===== src/rtl/mux_scan_ctrl_if.sv =====
// Handshake bundle between the scan controller and the 4:1 mux stage / frame consumer.
// With MUX_SCAN_PARITY_EN defined, the bundle also carries the frame parity bit.
interface mux_scan_ctrl_if;
  logic       start;
  logic       cont;
  logic       pause;
  logic       abort;
  logic       y;
  logic [1:0] sel;
  logic       busy;
  logic [3:0] frame_out;
  logic       frame_valid;
`ifdef MUX_SCAN_PARITY_EN
  logic       frame_par;

  modport master (
    output start, cont, pause, abort, y,
    input  sel, busy, frame_out, frame_valid, frame_par
  );
  modport slave (
    input  start, cont, pause, abort, y,
    output sel, busy, frame_out, frame_valid, frame_par
  );
`else
  modport master (
    output start, cont, pause, abort, y,
    input  sel, busy, frame_out, frame_valid
  );
  modport slave (
    input  start, cont, pause, abort, y,
    output sel, busy, frame_out, frame_valid
  );
`endif
endinterface


===== src/rtl/mux_scan_ctrl.sv =====
// Scans mux channels 0..3 with a programmable dwell and emits a 4-bit sample frame per scan.
// Optional MUX_SCAN_PARITY_EN adds a registered even-parity bit alongside the frame.
module mux_scan_ctrl #(
  parameter  int DWELL = 4,
  localparam int CW    = (DWELL > 1) ? $clog2(DWELL) : 1
) (
  input logic            clk,
  input logic            rst_n,
  mux_scan_ctrl_if.slave bus
);

  typedef enum logic {ST_IDLE, ST_SCAN} state_t;

  localparam logic [CW-1:0] CNT_LAST = CW'(DWELL - 1);

  state_t        state;
  logic [1:0]    chan;
  logic [CW-1:0] cnt;
  logic [3:0]    acc;
  logic [3:0]    acc_nxt;
  logic [3:0]    frame_q;
  logic          busy_q;
  logic          valid_q;

  // Accumulator with the current sample merged in; on channel 3 this is the whole frame.
  always_comb begin
    acc_nxt       = acc;
    acc_nxt[chan] = bus.y;
  end

  always_ff @(posedge clk) begin
    if (!rst_n) begin
      state   <= ST_IDLE;
      chan    <= 2'd0;
      cnt     <= '0;
      acc     <= 4'd0;
      frame_q <= 4'd0;
      busy_q  <= 1'b0;
      valid_q <= 1'b0;
    end else begin
      valid_q <= 1'b0;
      case (state)
        ST_IDLE: begin
          chan <= 2'd0;
          cnt  <= '0;
          if (bus.start) begin
            state  <= ST_SCAN;
            busy_q <= 1'b1;
            acc    <= 4'd0;
          end
        end
        ST_SCAN: begin
          if (bus.abort) begin
            state  <= ST_IDLE;
            busy_q <= 1'b0;
            chan   <= 2'd0;
            cnt    <= '0;
          end else if (!bus.pause) begin
            if (cnt != CNT_LAST) begin
              cnt <= cnt + 1'b1;
            end else begin
              cnt <= '0;
              acc <= acc_nxt;
              if (chan != 2'd3) begin
                chan <= chan + 2'd1;
              end else begin
                frame_q <= acc_nxt;
                valid_q <= 1'b1;
                chan    <= 2'd0;
                if (!bus.cont) begin
                  state  <= ST_IDLE;
                  busy_q <= 1'b0;
                end
              end
            end
          end
        end
        default: begin
          state  <= ST_IDLE;
          busy_q <= 1'b0;
          chan   <= 2'd0;
          cnt    <= '0;
        end
      endcase
    end
  end

  // sel is the channel register itself, so it can never disagree with chan.
  assign bus.sel         = chan;
  assign bus.busy        = busy_q;
  assign bus.frame_out   = frame_q;
  assign bus.frame_valid = valid_q;

`ifdef MUX_SCAN_PARITY_EN
  logic par_q;

  always_ff @(posedge clk) begin
    if (!rst_n) begin
      par_q <= 1'b0;
    end else if (state == ST_SCAN && !bus.abort && !bus.pause &&
                 cnt == CNT_LAST && chan == 2'd3) begin
      par_q <= ^acc_nxt;
    end
  end

  assign bus.frame_par = par_q;
`endif

endmodule


===== src/flat_wrapper.sv =====
// flat-port wrapper written by rule: the top's interface ports become plain ports
module mux_scan_ctrl_flat 
#(
  parameter  int DWELL = 4,
  localparam int CW    = (DWELL > 1) ? $clog2(DWELL) : 1
)
  (clk, rst_n, bus_start, bus_cont, bus_pause, bus_abort, bus_y, bus_sel, bus_busy, bus_frame_out, bus_frame_valid);
  mux_scan_ctrl_if bus_i ();
  input logic clk;
  input logic rst_n;
  input wire logic [$bits(bus_i.start)-1:0] bus_start;
  input wire logic [$bits(bus_i.cont)-1:0] bus_cont;
  input wire logic [$bits(bus_i.pause)-1:0] bus_pause;
  input wire logic [$bits(bus_i.abort)-1:0] bus_abort;
  input wire logic [$bits(bus_i.y)-1:0] bus_y;
  output wire logic [$bits(bus_i.sel)-1:0] bus_sel;
  output wire logic [$bits(bus_i.busy)-1:0] bus_busy;
  output wire logic [$bits(bus_i.frame_out)-1:0] bus_frame_out;
  output wire logic [$bits(bus_i.frame_valid)-1:0] bus_frame_valid;
  assign bus_i.start = bus_start;
  assign bus_i.cont = bus_cont;
  assign bus_i.pause = bus_pause;
  assign bus_i.abort = bus_abort;
  assign bus_i.y = bus_y;
  assign bus_sel = bus_i.sel;
  assign bus_busy = bus_i.busy;
  assign bus_frame_out = bus_i.frame_out;
  assign bus_frame_valid = bus_i.frame_valid;
  mux_scan_ctrl #(.DWELL(DWELL)) u_core (.clk(clk), .rst_n(rst_n), .bus(bus_i));
endmodule

===== config.mk =====
export PLATFORM = sky130hd
export DESIGN_NAME = mux_scan_ctrl_flat
export DESIGN_NICKNAME = d
export VERILOG_FILES = /design/src/rtl/mux_scan_ctrl_if.sv /design/src/rtl/mux_scan_ctrl.sv /design/src/flat_wrapper.sv
export SDC_FILE = /design/constraint.sdc
export NUM_CORES = 1
export LEC_CHECK = 0
export ABC_AREA = 1
export CAP_MARGIN = 30
export CORE_UTILIZATION = 25
export CTS_CLUSTER_SIZE = 20
export DETAILED_ROUTE_END_ITERATION = 10
export GPL_TIMING_DRIVEN = 0
export SLEW_MARGIN = 20
export SYNTH_ARGS = -nofsm -noshare
export SYNTH_HDL_FRONTEND = slang
export SYNTH_SLANG_ARGS = --single-unit

===== constraint.sdc =====
create_clock -name clk -period 1.4 [get_ports clk]
set_input_delay 0.28 -clock clk [delete_from_list [all_inputs] [get_ports clk]]
set_output_delay 0.28 -clock clk [all_outputs]
set_load 0.02 [all_outputs]

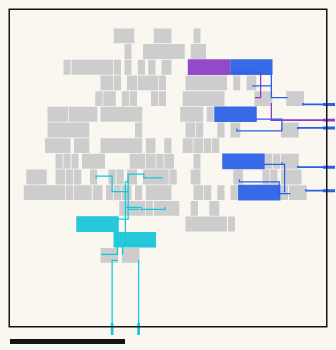
(images/port_trees.png)
Scale bar: 20 microns.
- bus_sel: cyan (bits 2; direction output; end cells 2; wire 84.1 microns)
- bus_frame_out: blue (bits 4; direction output; end cells 4; wire 62.2 microns)
- bus_frame_valid: purple (bits 1; direction output; end cells 1; wire 22.8 microns)
Port Buf Inserts: 13
I/O pin total: 15

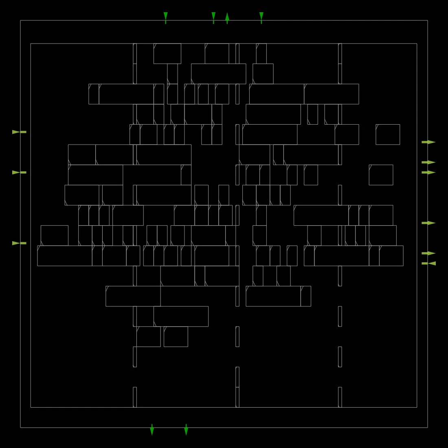
(images/placed.png)
Seq/total area: 31.5%
Seq cells: 14

[stage by stage]
step	instances	area (sq um)	total power, mW	util (%)	hold slack, ps
floorplan	92	697	0.454	-	415
global placement	135	865	0.484	34.0	449
detailed placement	135	865	0.484	34.0	465
CTS	139	891	0.783	35.0	371
global route	139	891	0.796	35.0	399
finish	139	891	0.770	35.0	379
[where the power goes]
| part | internal (mW) | switching (mW) |
|---|---|---|
| logic | 0.0261 | 0.0391 |
| registers | 0.404 | 0.00380 |
| clock network | 0.159 | 0.139 |
| total | 0.589 | 0.182 |
[routing by layer]
layer,vias up,routed length [microns]
met5,-,0
met4,0,17
met3,2,84
met2,14,579
met1,252,613
li1,319,-
[cell type report]
class	instances	area, sq um	area share, %
buffer	1	3.75	0.421
clock buffer	4	36.3	4.07
inverter	14	52.6	5.90
multi-input combinational	63	360	40.4
sequential	14	280	31.5
tap	30	37.5	4.21
timing repair buffer	13	120	13.5
[layout by cell type, fill, tap and decap left out, drive strengths merged]
| cell type | synthesis | layout |
|---|---|---|
| nand2 | 27 | 27 |
| dfxtp | 14 | 14 |
| inv | 14 | 14 |
| nor2 | 12 | 12 |
| nand3 | 8 | 8 |
| dlygate4sd2 | 0 | 8 |
| a21oi | 5 | 5 |
| ha | 5 | 5 |
| clkdlybuf4s50 | 0 | 5 |
| clkbuf | 1 | 5 |
| o21ai | 4 | 4 |
| xor2 | 1 | 1 |
| nor3 | 1 | 1 |
[logic make-up after synthesis]
kind of cell    after synthesis  synth area share, %
simple gates                 48                 35.0
buf+inv                      15                 8.08
compound gates                9                 6.46
fa+ha+maj                     5                 8.98
xor+xnor                      1                 1.26
flops                        14                 40.2
[worst max path at each step]
stage / endpoint / slack, ps
floorplan: u_core.acc[0] / 140
global placement: u_core.bus.frame_out[0] / -60
detailed placement: u_core.bus.frame_out[0] / -70
CTS: bus_sel[0] / 40
global route: u_core.acc[2] / 20
finish: bus_sel[0] / 60
[flip-flops by register name, indices dropped and copies added, names as in the netlist]
name,cells
u_core.bus.busy,1
u_core.bus.sel,2
u_core.state,1
u_core.acc,3
u_core.bus.frame_valid,1
u_core.cnt,2
u_core.bus.frame_out,4
==> GITHUB_STEP_SUMMARY <==
## PnR job results

| Metric | Value |
|---|---|
| Status | `finished clean` |
| Antenna-violating nets left | `0` |
| Reg-to-reg endpoint | `u_core.acc[0]` |
| Worst slew margin | `73.2%` |
| Syn. warnings | `0` |
| Cell Type Count | `16` |
| Biggest area cells | `dfxtp_1 (40%), nand2_1 (13%), ha_1 (9.0%)` |
| OpenROAD warning count | `29` |
| Critical Path RT | `1120 ps` |
| Std-Cell Rows | `18` |
| DR WL/cell | `9.32 microns` |
| Setup ws final | `61.2 ps` |
| EDFF count, synth | `0` |
| Largest net degree at the start of global routing | `9` |
| Gate Count Post-Synth | `92` |
| DR iter-0 viols | `4` |
| Fillers | `291` |
| Post-CTS Setup Bufs | `0` |
| CP Launch Point | `u_core.bus.sel[0]` |
| H-tree levels | `1` |
| Final Hold Vio Count | `0` |
| Setup crit start kind | `register` |
Power and IR drop assume default switching activity.
